### config.mk
export PLATFORM = sky130hd
export DESIGN_NAME = call_return_ctrl
export DESIGN_NICKNAME = d
export VERILOG_FILES = /design/src/rtl/call_return_ctrl.sv
export SDC_FILE = /design/constraint.sdc
export NUM_CORES = 1
export LEC_CHECK = 0
export CORE_UTILIZATION = 47
export DETAILED_ROUTE_END_ITERATION = 7
export GPL_TIMING_DRIVEN = 1
export HOLD_SLACK_MARGIN = 0.15
export PLACE_DENSITY = 0.95
export REMOVE_ABC_BUFFERS = 1
export SETUP_SLACK_MARGIN = 0.05
export SKIP_CTS_REPAIR_TIMING = 1
export SLEW_MARGIN = 15
export SYNTH_ARGS = -nofsm -noshare
export SYNTH_HDL_FRONTEND = slang
export SYNTH_SLANG_ARGS = --single-unit
export TNS_END_PERCENT = 10
### constraint.sdc
create_clock -name clk -period 4.6 [get_ports clk]
set_input_delay 0.92 -clock clk [delete_from_list [all_inputs] [get_ports clk]]
set_output_delay 0.92 -clock clk [all_outputs]
set_load 0.03 [all_outputs]
### src/rtl/call_return_ctrl.sv
// CALL/RET sequencer in front of the return-address stack: drives push/pop and
// PC-load strobes, tracks stack depth and flags refused overflow/underflow ops.
module call_return_ctrl #(
    parameter int ADDR_W      = 16,
    parameter int STACK_DEPTH = 16,
    parameter int DEPTH_W     = $clog2(STACK_DEPTH + 1)
) (
    input  logic               clk,
    input  logic               rst,
    input  logic               clk_en,
    input  logic               i_call,
    input  logic               i_ret,
    input  logic [ADDR_W-1:0]  i_target,
    input  logic [ADDR_W-1:0]  i_pc,
    input  logic [ADDR_W-1:0]  i_stack_data,
    input  logic               i_clr_err,
    output logic               o_push,
    output logic               o_pop,
    output logic [ADDR_W-1:0]  o_push_data,
    output logic               o_pc_load,
    output logic [ADDR_W-1:0]  o_pc_data,
    output logic               o_busy,
    output logic               o_done,
    output logic [DEPTH_W-1:0] o_depth,
    output logic               o_overflow,
    output logic               o_underflow
);

    typedef enum logic [2:0] {
        IDLE, CALL_PUSH, CALL_JUMP, RET_LOAD, RET_POP
    } state_e;

    localparam logic [DEPTH_W-1:0] FULL = DEPTH_W'(STACK_DEPTH);

    state_e              state_q, state_d;
    logic [DEPTH_W-1:0]  depth_q, depth_d;
    logic [ADDR_W-1:0]   ret_addr_q, ret_addr_d;
    logic [ADDR_W-1:0]   target_q, target_d;
    logic                done_q, done_d;
    logic                ovf_q, ovf_d;
    logic                unf_q, unf_d;

    always_ff @(posedge clk or posedge rst) begin
        if (rst) begin
            state_q    <= IDLE;
            depth_q    <= '0;
            ret_addr_q <= '0;
            target_q   <= '0;
            done_q     <= 1'b0;
            ovf_q      <= 1'b0;
            unf_q      <= 1'b0;
        end else if (clk_en) begin
            state_q    <= state_d;
            depth_q    <= depth_d;
            ret_addr_q <= ret_addr_d;
            target_q   <= target_d;
            done_q     <= done_d;
            ovf_q      <= ovf_d;
            unf_q      <= unf_d;
        end
    end

    // Clear is applied first so a fault raised on the same edge wins.
    always_comb begin
        state_d    = state_q;
        depth_d    = depth_q;
        ret_addr_d = ret_addr_q;
        target_d   = target_q;
        done_d     = 1'b0;
        ovf_d      = i_clr_err ? 1'b0 : ovf_q;
        unf_d      = i_clr_err ? 1'b0 : unf_q;
        unique case (state_q)
            IDLE: begin
                if (i_call) begin
                    target_d   = i_target;
                    ret_addr_d = i_pc + ADDR_W'(1);
                    if (depth_q == FULL) ovf_d = 1'b1;
                    else                 state_d = CALL_PUSH;
                end else if (i_ret) begin
                    if (depth_q == '0) unf_d = 1'b1;
                    else               state_d = RET_LOAD;
                end
            end
            CALL_PUSH: begin
                depth_d = depth_q + DEPTH_W'(1);
                state_d = CALL_JUMP;
            end
            CALL_JUMP: begin
                done_d  = 1'b1;
                state_d = IDLE;
            end
            RET_LOAD: state_d = RET_POP;
            RET_POP: begin
                depth_d = depth_q - DEPTH_W'(1);
                done_d  = 1'b1;
                state_d = IDLE;
            end
            default: state_d = IDLE;
        endcase
    end

    always_comb begin
        o_push      = (state_q == CALL_PUSH);
        o_pop       = (state_q == RET_POP);
        o_pc_load   = (state_q == CALL_JUMP) || (state_q == RET_LOAD);
        o_push_data = o_push ? ret_addr_q : '0;
        o_pc_data   = '0;
        if (state_q == CALL_JUMP)     o_pc_data = target_q;
        else if (state_q == RET_LOAD) o_pc_data = i_stack_data;
    end

    assign o_busy      = (state_q != IDLE);
    assign o_done      = done_q;
    assign o_depth     = depth_q;
    assign o_overflow  = ovf_q;
    assign o_underflow = unf_q;

endmodule

run_1/sizing.png
(4 px per um)
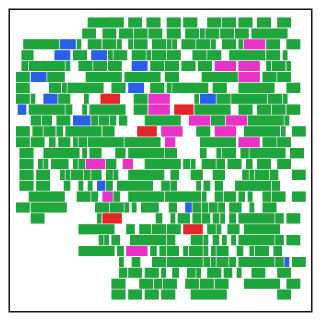
[blue] x2 | cells: 13 | most used: mux2_2
[green] x1 and smaller | cells: 313 | most used: clkdlybuf4s50_1
[red] x6 and larger | cells: 5 | most used: clkbuf_8
[magenta] x3 and x4 | cells: 16 | most used: mux2_4

run_1/floorplan.png
(6 px per um) Pins as bars on the die edge.
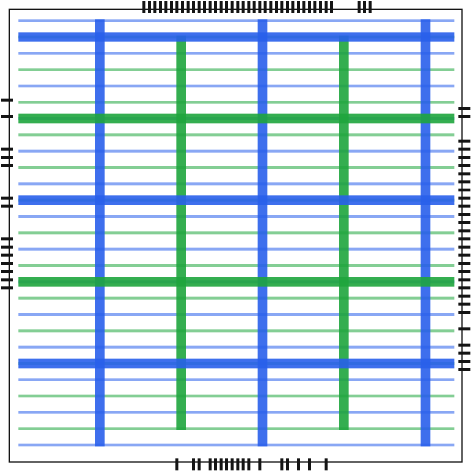
[blue] VSS
[green] VDD
met1 rails: 27
met4 straps: 5

run_1/closeup.png
Region (13, 25) to (63, 75) um. Cells in gray, sequential cells in the stronger gray; small squares are vias.
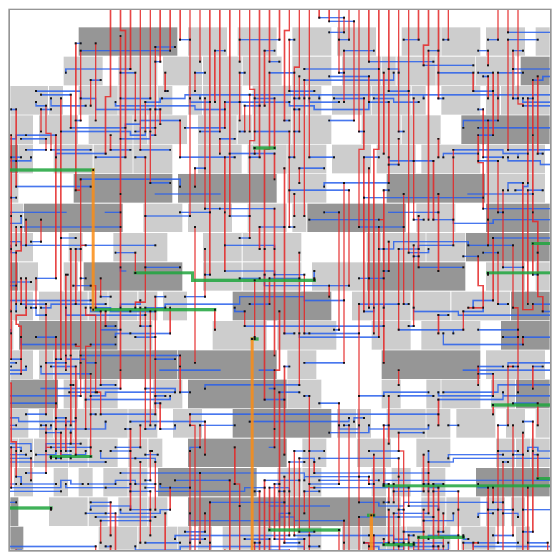
[green] M3
[red] M2
[blue] M1
[orange] M4
netlist names of flops here include: target_q (12), ret_addr_q (6), state_q (3)
cells with their middle in the window: 183
sequential cells in the window: 23
most frequent: clkdlybuf4s50_1 (42), dfrtp_1 (23), nor2_1 (14)

==> results.txt, run 1 <==
Numbers from the implementation run.

The flow ran to the end, and the final reports show no timing, DRC or antenna violations. The synthesized design contains 0 enable-type register cells. The number of max-cap violations is 0. The clock root buffer is sky130_fd_sc_hd__clkbuf_8. The number of nets in the final layout is 403. The critical path data required time is 3680 ps. The largest net degree at the start of global routing is 46.

The total of clock buffers placed in the layout is 6. The launch point of the critical path is i_stack_data[1]. The first global-routing pass estimated 9370 um of wire. Per the final report, the share of cell area in clock cells is 2.37%. Compared with the post-synthesis result, the final layout area differs by 42.5%. After detailed placement, the design holds a cell count of 409. Per the skew report, the later register of the worst-skew pair sees a clock latency of roughly 290 ps. The class occupying the most area after layout is reported as logic gates.

For this configuration, the core starts out at a cell density of 49.0%. In the final layout, flip-flops and latches take up 30.0% of the cell area. The post-route worst hold slack is about 470 ps. The post-route core utilization is 69.8%. The worst setup path is captured at an output pin. The multi-input gate share of total cell area is a little over a third. The region available for standard cell placement spans 5140 um2. The final layout contains routed wiring with a total length of about 6200 um. Before CTS, the worst setup slack after placement is 1330 ps. The number of global-route vias before repair is roughly 2,100.

The worst path needs 3180 ps of the cycle, external delays included. The layout stage reports a final design area of roughly 3600 um2. The mean instance size in the synthesized netlist is 9.96 um2. The number of buffers added by the clock tree synthesis step is 5. The synthesis report gives the async set-or-reset register share as 100%. For the worst flop-to-flop path, the logic depth is 4.

The critical path class is input pin to output pin. Nets still carrying antenna violations after routing amount to 0. The final count of hold timing violations is 0.

The count of flip-flops and latches is 43. Dividing the final minimum period by the clock period gives 69.1%. The overall die height is 75.2 um.

The floorplan report gives the top-level pin count as 98. The post-detailed-route wirelength per cell is 14.8 um. The number of antenna violations at the first check in global routing is 0.

The layout has approximately 430 filler cells.
[run 1: cell families after synthesis]
kind of cell / count (synthesis) / share of synthesized area (%)
buffers and inverters: 24 / 5.16
muxes: 37 / 17.4
and+or+nand+nor: 98 / 19.6
AOI/OAI and AO/OA: 30 / 7.40
xor gates and xnor gates: 18 / 6.26
DFF: 43 / 42.7
adders and majority gates: 3 / 1.49
[run 1: critical path, cell delays in order]
cell and delay [ps]:
sky130_fd_sc_hd__clkdlybuf4s50_1 460, sky130_fd_sc_hd__mux2i_1 70, sky130_fd_sc_hd__nor2_1 110, sky130_fd_sc_hd__clkdlybuf4s50_1 700
[run 1: Yosys cell counts, drive strengths merged, types with 3 or more instances]
master  instances  area share, %
nand2          25            3.7
clkbuf          4           0.60
mux2i          18            7.1
nand3           5           0.99
o21ai          15            3.0
xnor2          14            4.9
xor2            4            1.4
dfrtp          43             43
mux2           19             10
inv            11            1.6
a21oi           4           0.79
ha              3            1.5
nor4            5            1.2
nor3            9            1.8
and2           16            4.0
nand4           6            1.5
buf             9            2.9
nor2           24            3.6
[run 1: per-layer routing]
metal | routed length [um] | track usage, % | share of wire, %
met5 | 0 | 0 | 0
met4 | 53 | 5.35 | 0.86
met3 | 332 | 5.09 | 5.4
met2 | 3350 | 40.6 | 54
met1 | 2430 | 25.5 | 39
[run 1: sequential cells by signal (all words and copies together), names as in the netlist]
signal       count
o_overflow       1
ret_addr_q      16
o_underflow      1
target_q        16
state_q          3
o_done           1
o_depth          5
[run 1: power breakdown]
group	total (uW)	internal, uW	switching (uW)
registers	689	553	136
logic	1230	581	650
clock network	235	106	129
total	2160	1240	915
## Run 2: what changed since run 1
Settings changed: CORE_UTILIZATION 47 to 44, PLACE_DENSITY 0.95 to 0.91.
Clock period 4.6 ns to 3.19 ns, I/O delays scaled along.
run_2/sizing.png
(4 px per um)
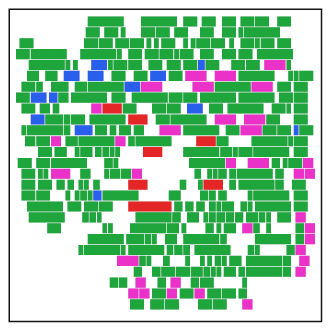
[green] x1 and smaller | cells: 295 | most used: clkdlybuf4s50_1
[blue] x2 | cells: 13 | most used: mux2_2
[red] x6 and larger | cells: 7 | most used: clkbuf_8
[magenta] x3 and x4 | cells: 35 | most used: buf_4

==> run 2 against run 1 <==
Effect of this change:
- cell area rose by 0.42%
- via count is 0.42% lower
- non-clock buffer count is 3 higher
- cell count grew 1.2%
- critical endpoint is now o_pc_data[10]
- first-iteration DRC count shrank 6.9%
==> results.txt, run 2 <==
Numbers from the implementation run.

The core area was 5510 um2 (+7.1%). The number of antenna violations at the first check in global routing is 0 (unchanged). The overall die height is 77.7 um (+3.3%). The largest total area in the synthesized netlist belongs to sky130_fd_sc_hd__dfrtp_1. The critical path in this run is classified as flop to output pin. The number of global-route vias before repair is 2,068 (-0.67%). The I/O pin total is 98 (unchanged). The total detailed-routing wirelength is 5820 um (-5.7%). The root buffer cell chosen for the clock tree is sky130_fd_sc_hd__clkbuf_8.

The placed instance count is 414 (+1.2%). The core utilization before placement came to 45.8% (-3.3 points). The final count of hold timing violations is 0 (unchanged).

The global routing usage on met1 is 24.3% (-1.2 points). The remaining antenna violation count is 0 (unchanged). The largest net degree at the start of global routing was 44 (-4.3%). The area fraction of the dominant cell type after synthesis is 42.7% (unchanged). The post-detailed-route wirelength per cell is 13.8 um (-6.8%).

The delay of the slowest critical-path stage is 700 ps (about the same). The cell with the most instances after synthesis is sky130_fd_sc_hd__dfrtp_1. The mean instance size in the synthesized netlist is 9.96 um2 (unchanged). The number of nets in the final layout is 406 (+0.74%). The worst-case setup slack after placement is 374 ps (-957 ps). The post-synth tally of flip-flops with integrated enable is 0 (unchanged). The first-pass GRT wire length is 9440 um (+0.74%). For reference, the top cells by area after synthesis are sky130_fd_sc_hd__dfrtp_1 43%, sky130_fd_sc_hd__mux2i_1 7.1%, sky130_fd_sc_hd__mux2_4 7.1%. Compared with the post-synthesis result, the final layout area differs by 43.0%. The highest layer used for signal routing is met4. The wire length on met2 was 2970 um (-11%). The area of all placed cells without fillers is 3600 um2 (+0.42%). The number of buffers added by the clock tree synthesis step is 5 (unchanged). The count of buffer and inverter cells on the critical path came to 1 (-1). The number of max-cap violations is 0 (unchanged).

The flow ran to the end, and the final reports show no timing, DRC or antenna violations. The portion of the clock cycle consumed by the worst path in the final layout is 90.4%.
run_2/closeup.png
Region (14, 28) to (64, 78) um. Cells in gray, sequential cells in the stronger gray; small squares are vias.
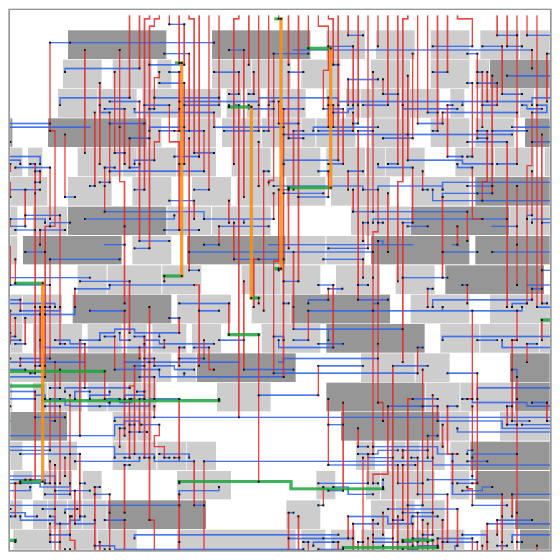
[green] M3
[orange] M4
[red] M2
[blue] M1
most frequent: clkdlybuf4s50_1 (39), dfrtp_1 (23), nor2_1 (16)
sequential cells in the window: 23
cells with their middle in the window: 171
netlist names of flops here include: target_q (13), ret_addr_q (4), state_q (3)

-- run 2: layout make-up --
class / count / area [um2]
clock buffers: 6 / 82.6
clock inverters: 2 / 35.0
fillers: 432 / 1900
inverters: 11 / 41.3
multi-input cells: 186 / 1310
flip-flops and latches: 43 / 1080
well taps: 72 / 90.1
repair buffers: 102 / 966
-- run 2: final timing paths --
| check | start | endpoint | slack, ps | cells after the start |
|---|---|---|---|---|
| min in group asynchronous | rst | target_q[7] | 870 | 2 |
| max | state_q[1] | o_pc_data[10] | 310 | 3 |
| min | ret_addr_q[10] | ret_addr_q[10] | 470 | 2 |
| min reg2reg | ret_addr_q[10] | ret_addr_q[10] | 470 | 2 |
| max reg2reg | state_q[1] | target_q[13] | 890 | 3 |
| max in group asynchronous | rst | ret_addr_q[14] | 1770 | 2 |
-- run 2: cells by family after synthesis --
kind of cell	Yosys count	synth area share, %
buf+inv	24	5.16
mux	37	17.4
fa+ha+maj	3	1.49
compound gates	30	7.40
xor+xnor	18	6.26
simple gates	98	19.6
flops	43	42.7
-- run 2: worst register-to-register path, stage by stage, from the launching register on --
cell and delay [ps]:
sky130_fd_sc_hd__dfrtp_1 500, sky130_fd_sc_hd__or4b_4 620, sky130_fd_sc_hd__or2_2 620, sky130_fd_sc_hd__mux2_4 450
-- run 2: report_power, final --
group          switching, uW  internal [uW]
logic                    910            825
clock network            179            253
registers                204            798
-- run 2: per-stage QoR --
stage	TNS (ps)	util, %	power (uW)	hold slack [ps]
4_1_cts	0	65.5	3190	481
6_report	0	65.5	3170	472
3_5_place_dp	0	63.3	2750	462
3_3_place_gp	0	63.3	2690	456
2_1_floorplan	-2510	-	2110	430
5_1_grt	0	65.5	3380	504
Power is estimated from default activity; no workload was simulated.
